File: config.mk
export PLATFORM = sky130hd
export DESIGN_NAME = load_use_hazard_unit
export DESIGN_NICKNAME = d
export VERILOG_FILES = /design/src/rtl/load_use_hazard_unit_pkg.sv /design/src/rtl/load_use_hazard_unit_ready_counter.sv /design/src/rtl/load_use_hazard_unit.sv
export SDC_FILE = /design/constraint.sdc
export NUM_CORES = 1
export LEC_CHECK = 0
export ABC_AREA = 1
export CORE_MARGIN = 4
export CORE_UTILIZATION = 54
export CTS_BUF_LIST = sky130_fd_sc_hd__clkbuf_8
export CTS_CLUSTER_DIAMETER = 30
export DETAILED_ROUTE_END_ITERATION = 7
export GPL_TIMING_DRIVEN = 0
export PLACE_DENSITY = 0.83
export SLEW_MARGIN = 0
export SYNTH_ARGS = -nofsm -noshare
export SYNTH_HDL_FRONTEND = slang
export SYNTH_SLANG_ARGS = --single-unit
File: constraint.sdc
create_clock -name clk_in -period 1.6 [get_ports clk_in]
set_input_delay 0.16 -clock clk_in [delete_from_list [all_inputs] [get_ports clk_in]]
set_output_delay 0.16 -clock clk_in [all_outputs]
set_load 0.01 [all_outputs]
File: src/rtl/load_use_hazard_unit_pkg.sv
// Shared pipeline constants for the load-use hazard unit.
// Holds register-file geometry, producer latencies, the register-number
// type and a helper that clamps a latency-derived count into a counter width.
package load_use_hazard_unit_pkg;

  // Architectural register file geometry.
  localparam int NUM_REGS = 8;
  localparam int REG_W    = 3;

  // Per-register readiness counter width.
  localparam int CNT_W    = 2;

  // Cycles from EX entry until a producer's result is forwardable to EX.
  localparam int LOAD_LAT = 2;
  localparam int ALU_LAT  = 1;

  // Register number as carried through the ID stage.
  typedef logic [REG_W-1:0] reg_num_t;

  // Stall cycles a dependent instruction needs behind a producer of the
  // given latency, clamped into a counter of the given width. A latency of
  // 1 (or less) means the result is forwardable right away, so no stall.
  function automatic int stall_cycles(input int lat, input int width);
    int raw;
    int max_val;
    raw     = lat - 1;
    max_val = (1 << width) - 1;
    if (raw < 0) begin
      return 0;
    end else if (raw > max_val) begin
      return max_val;
    end else begin
      return raw;
    end
  endfunction

endpackage : load_use_hazard_unit_pkg

File: src/rtl/load_use_hazard_unit_ready_counter.sv
// Readiness counter for one architectural register.
// Value 0 means the register is forwardable now; N means N more stall cycles.
// Priority at the clock edge: reset, clear (flush), set (new producer
// accepted), then a non-wrapping decrement toward zero.
module hazard_ready_counter #(
  parameter int CNT_W = 2
) (
  input  logic             clk,
  input  logic             rst_n,
  input  logic             clear,
  input  logic             set,
  input  logic [CNT_W-1:0] set_value,
  output logic [CNT_W-1:0] cnt
);

  logic [CNT_W-1:0] cnt_reg;
  logic [CNT_W-1:0] cnt_next;

  // Next count: flush wins, then a new producer, otherwise count down to 0.
  always_comb begin
    cnt_next = cnt_reg;
    if (clear) begin
      cnt_next = '0;
    end else if (set) begin
      cnt_next = set_value;
    end else if (cnt_reg != '0) begin
      cnt_next = cnt_reg - 1'b1;
    end
  end

  // Counter register with synchronous active-low reset.
  always_ff @(posedge clk) begin
    if (!rst_n) begin
      cnt_reg <= '0;
    end else begin
      cnt_reg <= cnt_next;
    end
  end

  assign cnt = cnt_reg;

endmodule : hazard_ready_counter

File: src/rtl/load_use_hazard_unit.sv
// Load-use hazard unit: issue-side companion of the EX forwarding unit.
// Tracks, per architectural register, how many more cycles must pass before
// an in-flight result can be forwarded, and stalls the ID instruction only
// when one of the sources it actually reads is not yet forwardable.
// Optional build macro: HAZARD_STALL_STATS_EN adds a saturating 16-bit
// stall-cycle counter on stall_count_out.
module load_use_hazard_unit
  import load_use_hazard_unit_pkg::*;
#(
  parameter int NUM_REGS = load_use_hazard_unit_pkg::NUM_REGS,
  parameter int REG_W    = load_use_hazard_unit_pkg::REG_W,
  parameter int CNT_W    = load_use_hazard_unit_pkg::CNT_W,
  parameter int LOAD_LAT = load_use_hazard_unit_pkg::LOAD_LAT
) (
  input  logic             clk_in,
  input  logic             rst_n_in,
  input  logic             flush_in,
  input  logic             issue_valid_in,
  input  logic [REG_W-1:0] Rsrc_ID_in,
  input  logic [REG_W-1:0] Rdst_ID_in,
  input  logic             Rsrc_use_ID_in,
  input  logic             Rdst_use_ID_in,
  input  logic [REG_W-1:0] Rdst1_ID_in,
  input  logic [REG_W-1:0] Rdst2_ID_in,
  input  logic             Rdst1_wb_ID_in,
  input  logic             Rdst2_wb_ID_in,
  input  logic             mem_read_ID_in,
  output logic             stall_out,
  output logic             hold_pc_out,
  output logic             hold_ifid_out,
  output logic             bubble_idex_out
`ifdef HAZARD_STALL_STATS_EN
  ,
  output logic [15:0]      stall_count_out
`endif
);

  // Count loaded for a load destination; an ALU result is ready at once.
  localparam int               LOAD_SET_INT = stall_cycles(LOAD_LAT, CNT_W);
  localparam int               ALU_SET_INT  = stall_cycles(ALU_LAT, CNT_W);
  localparam logic [CNT_W-1:0] LOAD_SET     = CNT_W'(LOAD_SET_INT);
  localparam logic [CNT_W-1:0] ALU_SET      = CNT_W'(ALU_SET_INT);

  logic [CNT_W-1:0]    ready_cnt [NUM_REGS];
  logic [NUM_REGS-1:0] reg_busy;
  logic [NUM_REGS-1:0] src_hit;
  logic [NUM_REGS-1:0] dst_hit;
  logic [NUM_REGS-1:0] set_vec;
  logic [CNT_W-1:0]    set_value;
  logic                src_busy;
  logic                dst_busy;
  logic                hazard;
  logic                accept;

  // Value written into every destination counter of an accepted instruction.
  assign set_value = mem_read_ID_in ? LOAD_SET : ALU_SET;

  // One readiness counter per register, plus per-register query and
  // destination-match decode. Matching Rdst1/Rdst2 simply OR into one set.
  generate
    for (genvar gi = 0; gi < NUM_REGS; gi++) begin : g_reg
      assign reg_busy[gi] = (ready_cnt[gi] != '0);
      assign src_hit[gi]  = reg_busy[gi] && (Rsrc_ID_in == REG_W'(gi));
      assign dst_hit[gi]  = reg_busy[gi] && (Rdst_ID_in == REG_W'(gi));
      assign set_vec[gi]  = accept &&
                            ((Rdst1_wb_ID_in && (Rdst1_ID_in == REG_W'(gi))) ||
                             (Rdst2_wb_ID_in && (Rdst2_ID_in == REG_W'(gi))));

      hazard_ready_counter #(
        .CNT_W (CNT_W)
      ) u_ready_counter (
        .clk       (clk_in),
        .rst_n     (rst_n_in),
        .clear     (flush_in),
        .set       (set_vec[gi]),
        .set_value (set_value),
        .cnt       (ready_cnt[gi])
      );
    end
  endgenerate

  // Hazard query: stall only for sources the ID instruction really reads;
  // a flush in the same cycle overrides the stall since ID is being killed.
  always_comb begin
    src_busy  = |src_hit;
    dst_busy  = |dst_hit;
    hazard    = issue_valid_in &&
                ((Rsrc_use_ID_in && src_busy) || (Rdst_use_ID_in && dst_busy));
    stall_out = hazard && !flush_in;
    accept    = issue_valid_in && !stall_out && !flush_in;
  end

  assign hold_pc_out     = stall_out;
  assign hold_ifid_out   = stall_out;
  assign bubble_idex_out = stall_out | flush_in;

`ifdef HAZARD_STALL_STATS_EN
  logic [15:0] stall_count_reg;

  // Saturating count of stalled cycles; only reset clears it, not flush.
  always_ff @(posedge clk_in) begin
    if (!rst_n_in) begin
      stall_count_reg <= '0;
    end else if (stall_out && (stall_count_reg != 16'hFFFF)) begin
      stall_count_reg <= stall_count_reg + 16'd1;
    end
  end

  assign stall_count_out = stall_count_reg;
`endif

endmodule : load_use_hazard_unit

==> images/placement_by_type.png <==
Drawn at 4 px/µm.
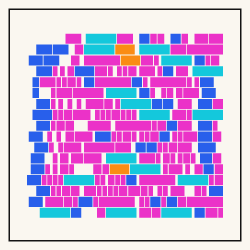
combinational and other logic -> magenta  # cells 168, share of their area 59%
sequential cells -> cyan  # cells 16, share of their area 17%
remaining buffers and delay cells -> blue  # cells 47, share of their area 22%
clock drivers -> orange  # cells 3, share of their area 2.1%
fraction of standard cell area that is sequential: 17.0%
fraction of the core area covered by cells at the end of the flow: 88.0%
Non-Filler Cell Area, Final: 0.00200 mm²
num rows: 17
Core Area: 0.00228 mm²

==> images/io_placement.png <==
Drawn at 6 px/µm. Pins as bars across the die edge, other pins in grey.
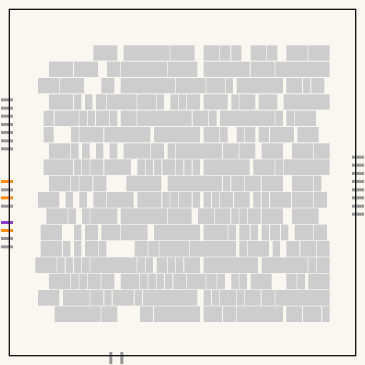
Rdst1_ID_in -> orange  # pins 3, direction input, edge west
Rdst1_wb_ID_in -> purple  # pins 1, direction input, edge west
vertical extent of the die: 57.5 µm
Buffers on Ports: 22
die width: 57.5 µm

==> images/wires.png <==
Drawn at 4 px/µm.
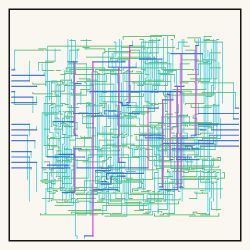
metal 2 -> cyan  # wire length 2190 µm
metal 1 -> green  # wire length 1670 µm
metal 4 -> magenta  # wire length 246 µm
metal 3 -> blue  # wire length 352 µm
average wire per standard cell: 17.0 µm
via count of the routed design: 1535

==> changes_impl.md <==
### Metrics

- Synth area leaders: sky130_fd_sc_hd__dfxtp_1 24%, sky130_fd_sc_hd__nand2_1 14%, sky130_fd_sc_hd__inv_1 8.2%, sky130_fd_sc_hd__ha_1 7.6%, sky130_fd_sc_hd__nand4_2 6.6%
- Number of maximum-capacitance constraint violations: 0
- Detailed-routing wirelength on met1: 1.67 mm
- CTS tree: yes
- Clock transition at path regs: ~70 ps
- Number of well taps: 28
- Met2 demand-to-capacity share in global routing: 42.7%
- ClkCell Share: 2.06%
- Slew at the pin closest to its max-slew limit: 595 ps
- Synthesized instance count: 189
- Violations in the final reports: setup timing
- Area figure in the yosys stat output: around 0.0013 mm²
- Number of endpoints failing setup at the final stage: 20
- Hold Crit Class: in -> reg
- Critical path capture point type: primary output
- Final cycle utilization of the critical path: 113%
- CTS Hold Buffers Added: 0
- Worst slack at placement: -691 ps
- Status: finished, violations left
- Final worst-path setup slack: -212 ps
- Final estimated routing congestion in global placement: 0.895
- Mean instance size in the synthesized netlist: 7.00 µm²
- Maximum fanout encountered on the critical timing path: 3
- Antenna viol nets, final: 0
- Growth of design area from synthesis to finish: 51.5%
- Worst IR drop on VDD: 0.000554 V
- WP data arrival: 1650 ps
- Synthesized-area fraction occupied by adder cells: 7.57%
- Worst hold start: issue_valid_in
- Total of cells resized after clock tree synthesis: 62
- Sequential fraction of design power: 39.3%
- Post-synthesis register bit count: 16
- Cell leakage power: around 0.95 nW
- Fraction of final layout cells sized beyond drive strength 1: 50.4%
- Iteration count of the initial detailed-routing pass: 5
- Endpoint of the worst-slack reg-to-reg timing path: g_reg[3].u_ready_counter.cnt[0]
- Initial DRC count: 113
- Final Hold Fails: 0
- Met1 global-route usage: between 20% and 30%
- Combinational family with the most area after synthesis: simple AND/OR/NAND/NOR gates
- Synth Area in Compound Gates: under 10%
- Sequential cells: 16
- Area fraction in xor and xnor cells: 5.30%
- Min cycle time layout: 1810 ps
- Fp util: approximately 58%
- CP delay by family, top: simple AND/OR/NAND/NOR gates
- Switching portion of total power: 31.2%
- Maximum operating frequency: 552 MHz
- Post-detailed-route DRC marker count: 0
No activity file was given, so power comes from the tool's default toggle rates.
